===== src/rtl/uart_pkg.sv =====
// Shared UART types and constants: transmit-queue FSM states and data widths.
// Latency: n/a (types and constants only).
// Backpressure: n/a.
package uart_pkg;

  typedef enum logic [2:0] {
    TXQ_IDLE,
    TXQ_LOAD,
    TXQ_KICK,
    TXQ_WAIT_LO,
    TXQ_WAIT_HI
  } txq_state_t;

  localparam int TXQ_DEPTH_DEF = 16;
  localparam int UART_DATA_W   = 32;

endpackage


===== src/rtl/txq_fifo_mem.sv =====
// DEPTH x 8 byte queue storage with read/write pointers, level, full/empty and sticky overflow.
// Latency: a push is visible at rd_data/level the cycle after wr_en; rd_data is a combinational read of the head.
// Backpressure: pushes while full are dropped and flagged; pops while empty are ignored.
// Ports: clk, rst_n (async active-low); wr_en/wr_data push side; rd_en pop; clr_ovf clears overflow;
//        rd_data head byte; full, empty, level (AW+1 bits), overflow (sticky drop flag).
module txq_fifo_mem
  import uart_pkg::*;
#(
  parameter  int DEPTH = TXQ_DEPTH_DEF,
  localparam int AW    = $clog2(DEPTH)
) (
  input  logic         clk,
  input  logic         rst_n,
  input  logic         wr_en,
  input  logic [7:0]   wr_data,
  input  logic         rd_en,
  input  logic         clr_ovf,
  output logic [7:0]   rd_data,
  output logic         full,
  output logic         empty,
  output logic [AW:0]  level,
  output logic         overflow
);

  logic [7:0]  mem_q [DEPTH];
  logic [AW-1:0] wr_ptr_q, wr_ptr_d;
  logic [AW-1:0] rd_ptr_q, rd_ptr_d;
  logic [AW:0]   level_q, level_d;
  logic          overflow_q, overflow_d;
  logic          push, pop;

  assign full  = (level_q == (AW+1)'(DEPTH));
  assign empty = (level_q == '0);

  // full is the registered level, so a write while full is dropped even if a pop happens this cycle.
  assign push = wr_en && !full;
  assign pop  = rd_en && !empty;

  always_comb begin
    wr_ptr_d   = wr_ptr_q;
    rd_ptr_d   = rd_ptr_q;
    level_d    = level_q;
    overflow_d = overflow_q;
    if (push) wr_ptr_d = wr_ptr_q + AW'(1);
    if (pop)  rd_ptr_d = rd_ptr_q + AW'(1);
    if (push && !pop)      level_d = level_q + (AW+1)'(1);
    else if (pop && !push) level_d = level_q - (AW+1)'(1);
    // A new drop outranks a same-cycle clear.
    if (wr_en && full)  overflow_d = 1'b1;
    else if (clr_ovf)   overflow_d = 1'b0;
  end

  always_ff @(posedge clk or negedge rst_n) begin
    if (!rst_n) begin
      wr_ptr_q   <= '0;
      rd_ptr_q   <= '0;
      level_q    <= '0;
      overflow_q <= 1'b0;
    end else begin
      wr_ptr_q   <= wr_ptr_d;
      rd_ptr_q   <= rd_ptr_d;
      level_q    <= level_d;
      overflow_q <= overflow_d;
    end
  end

  // Storage is not reset: clearing the pointers and level is enough to discard contents.
  always_ff @(posedge clk) begin
    if (push) mem_q[wr_ptr_q] <= wr_data;
  end

  assign rd_data  = mem_q[rd_ptr_q];
  assign level    = level_q;
  assign overflow = overflow_q;

endmodule


===== src/rtl/uart_tx_queue.sv =====
// Byte transmit queue feeding the UART: buffers MMIO byte stores and hands them out one frame at a time.
// Latency: push into an empty idle queue -> data_we 2 cycles later, trmt 3 cycles later; 1 cycle from tx_done rise to next data_we.
// Backpressure: pushes while full are dropped (sticky overflow); baud_we holds the load cycle; tx_done paces frames.
// Ports: clk, rst_n (async active-low); wr_en/wr_data push; tx_en start enable; baud_we UART baud strobe copy;
//        clr_ovf; full/empty/level/overflow queue status; busy; data_we/data_tx/trmt to UART; tx_done from UART;
//        txq_low (low-watermark flag) present only when UART_TXQ_LOWMARK_EN is defined.
module uart_tx_queue
  import uart_pkg::*;
#(
  parameter  int DEPTH     = TXQ_DEPTH_DEF,
`ifdef UART_TXQ_LOWMARK_EN
  parameter  int LOW_WMARK = 4,
`endif
  localparam int AW        = $clog2(DEPTH)
) (
  input  logic                   clk,
  input  logic                   rst_n,
  input  logic                   wr_en,
  input  logic [7:0]             wr_data,
  input  logic                   tx_en,
  input  logic                   baud_we,
  input  logic                   clr_ovf,
  output logic                   full,
  output logic                   empty,
  output logic [AW:0]            level,
  output logic                   overflow,
  output logic                   busy,
  output logic                   data_we,
  output logic [UART_DATA_W-1:0] data_tx,
  output logic                   trmt,
`ifdef UART_TXQ_LOWMARK_EN
  output logic                   txq_low,
`endif
  input  logic                   tx_done
);

  txq_state_t state_q, state_d;
  logic       pop;
  logic [7:0] head;

  txq_fifo_mem #(.DEPTH(DEPTH)) u_mem (
    .clk      (clk),
    .rst_n    (rst_n),
    .wr_en    (wr_en),
    .wr_data  (wr_data),
    .rd_en    (pop),
    .clr_ovf  (clr_ovf),
    .rd_data  (head),
    .full     (full),
    .empty    (empty),
    .level    (level),
    .overflow (overflow)
  );

  always_comb begin
    state_d = state_q;
    pop     = 1'b0;
    case (state_q)
      TXQ_IDLE:    if (!empty && tx_en) state_d = TXQ_LOAD;
      // The UART services baud_we first, so the byte write must wait it out.
      TXQ_LOAD:    if (!baud_we) begin
                     pop     = 1'b1;
                     state_d = TXQ_KICK;
                   end
      TXQ_KICK:    state_d = TXQ_WAIT_LO;
      // The UART registers trmt, so the previous frame's tx_done lingers 1-2 cycles.
      TXQ_WAIT_LO: if (!tx_done) state_d = TXQ_WAIT_HI;
      TXQ_WAIT_HI: if (tx_done) state_d = (!empty && tx_en) ? TXQ_LOAD : TXQ_IDLE;
      default:     state_d = TXQ_IDLE;
    endcase
  end

  always_ff @(posedge clk or negedge rst_n) begin
    if (!rst_n) state_q <= TXQ_IDLE;
    else        state_q <= state_d;
  end

  assign busy    = (state_q != TXQ_IDLE);
  assign data_we = (state_q == TXQ_LOAD) && !baud_we;
  assign trmt    = (state_q == TXQ_KICK);
  assign data_tx = (state_q == TXQ_LOAD) ? {{(UART_DATA_W-8){1'b0}}, head} : '0;

`ifdef UART_TXQ_LOWMARK_EN
  logic txq_low_q, txq_low_d;

  assign txq_low_d = (level <= (AW+1)'(LOW_WMARK));

  always_ff @(posedge clk or negedge rst_n) begin
    if (!rst_n) txq_low_q <= 1'b1;
    else        txq_low_q <= txq_low_d;
  end

  assign txq_low = txq_low_q;
`endif

endmodule


===== config.mk =====
export PLATFORM = sky130hd
export DESIGN_NAME = uart_tx_queue
export DESIGN_NICKNAME = d
export VERILOG_FILES = /design/src/rtl/uart_pkg.sv /design/src/rtl/txq_fifo_mem.sv /design/src/rtl/uart_tx_queue.sv
export SDC_FILE = /design/constraint.sdc
export NUM_CORES = 1
export LEC_CHECK = 0
export CAP_MARGIN = 0
export CELL_PAD_IN_SITES_DETAIL_PLACEMENT = 0
export CELL_PAD_IN_SITES_GLOBAL_PLACEMENT = 2
export CORE_ASPECT_RATIO = 1.4
export CORE_UTILIZATION = 28
export DETAILED_ROUTE_END_ITERATION = 6
export HOLD_SLACK_MARGIN = 0.08
export PLACE_DENSITY = 0.63
export SLEW_MARGIN = 10
export SYNTH_ARGS = -nofsm -noshare
export SYNTH_HDL_FRONTEND = slang
export SYNTH_SLANG_ARGS = --single-unit
export TNS_END_PERCENT = 50

===== constraint.sdc =====
create_clock -name clk -period 6.9 [get_ports clk]
set_clock_uncertainty 0.05 [all_clocks]
set_input_delay 1.38 -clock clk [delete_from_list [all_inputs] [get_ports clk]]
set_output_delay 1.38 -clock clk [all_outputs]
set_load 0.01 [all_outputs]

Placement by cell class:
Fill, decap, tap and diode cells in gray.
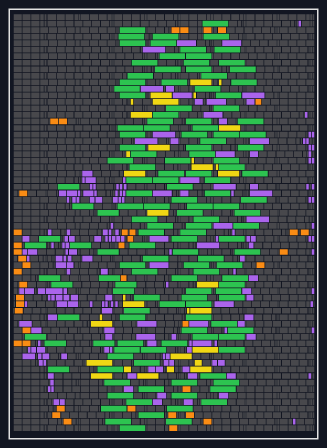
green -> flops  # cells 145
purple -> combinational and other logic  # cells 196
yellow -> clock drivers and dummy loads  # cells 32
orange -> other buffers and delay cells  # cells 40
number of core rows: 64
total core area: 21,860 sq um
final non-filler cell area: 7352 sq um
sequential portion of the cell area: 58.07%
fin util: 33.63%

Signal wires on met2:
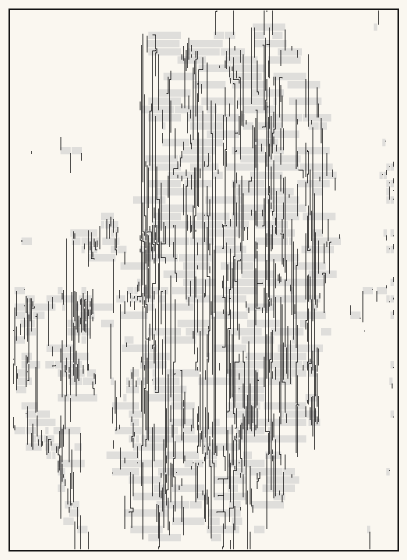
main direction = vertical
wire length on this layer = 7,310 um
total via count in the routed design: 3,169
GR Layer Usage met2: 23.08%
total routed wirelength: 13,080 um

Placed standard cells:
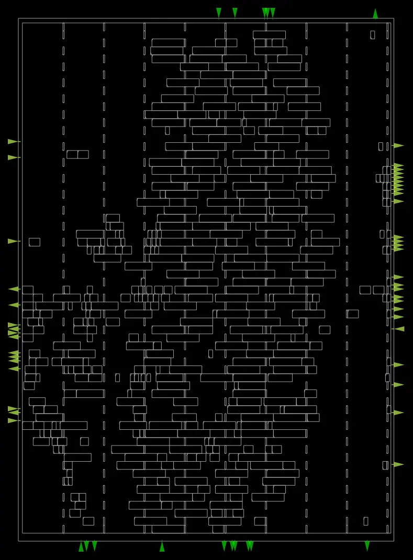
number of non-filler instances in the completed layout: 710
flop count: 145
Filler Cell Count: 2,054
Tap Count: 297

The metal 3 layer:
Bar = 50 um.
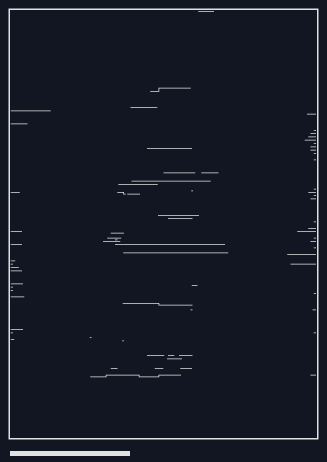
wire length on this layer = 498 um
nets with wire on the layer = 58
longest straight run = 45.5 um
share of all routed wire = 3.8%
met3 usage in global routing: 2.579%

I/O nets highlighted:
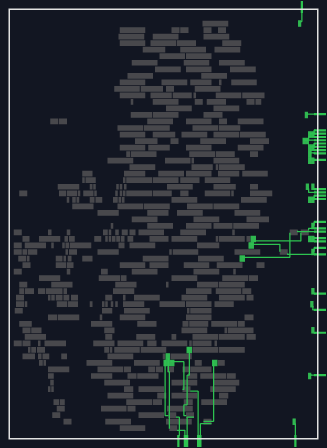
green -> data_tx  # direction output, edge 25 right, 6 bottom, 1 top, end cells 32, buffers 8, wire 352 um

==> reports/qor_table.md <==
| Group | Parameter | Value |
|---|---|---|
| run status | Result of the run | finished clean |
| place | Number of placed instances, taps included | 678 |
| final layout | Fraction of layout instances using a drive strength above 1 | 17.19% |
| global routing | Antenna violations before repair | 0 |
| power | Sw frac | 30.79% |
| power | Internal cell power | 2.092 mW |
| sta | Share of the cycle needed by the critical path after routing | 67.49% |
| final layout | Multi-input logic cell count | 187 |
| sta | Final critical delay including setup and external delays | 4.657 ns |
| clocking | Clk Tree Root Cell | clkbuf_16 |
| setup path | Depth of the worst register-to-register path | 9 |
| setup path | Buffers & Inverters on Critical Path | 2 |
| synthesis | Per-instance average area after synthesis | 17.43 sq um |
| clocking | Number of buffers added to fix hold violations after cts | 0 |
| job | Max Cap Viol | 0 |
| final layout | Clock Network Area Fraction | 7.845% |
| power | Power in the clock group | 0.901 mW |
| detailed routing | Highest routed layer | met4 |
| final layout | Inverters, non-clock | 9 |
| final layout | Most numerous logic cells after layout | 128 x edfxtp_1, 33 x clkdlybuf4s50_1, 24 x conb_1 |
| place | HPWL after DPL | 8648 um |
| detailed routing | Routed length per instance | 18.42 um |
| synthesis | Sequential fraction of the synthesis area | 68.61% |
| final layout | Combinational gate area | 1718 sq um |
| place | Total placed instance area | 6775 sq um |
| die | Die extent in y | 178.4 um |
| die | Boundary pin count | 58 |
| die | Chip Width | 128.0 um |
| detailed routing | Routed wl met3 | 498 um |
| setup path | Required time of the critical path | 5.47 ns |
| final layout | Proportion of final cell area spent on non-clock buffers | 5.208% |
No activity file was given, so power comes from the tool's default toggle rates.
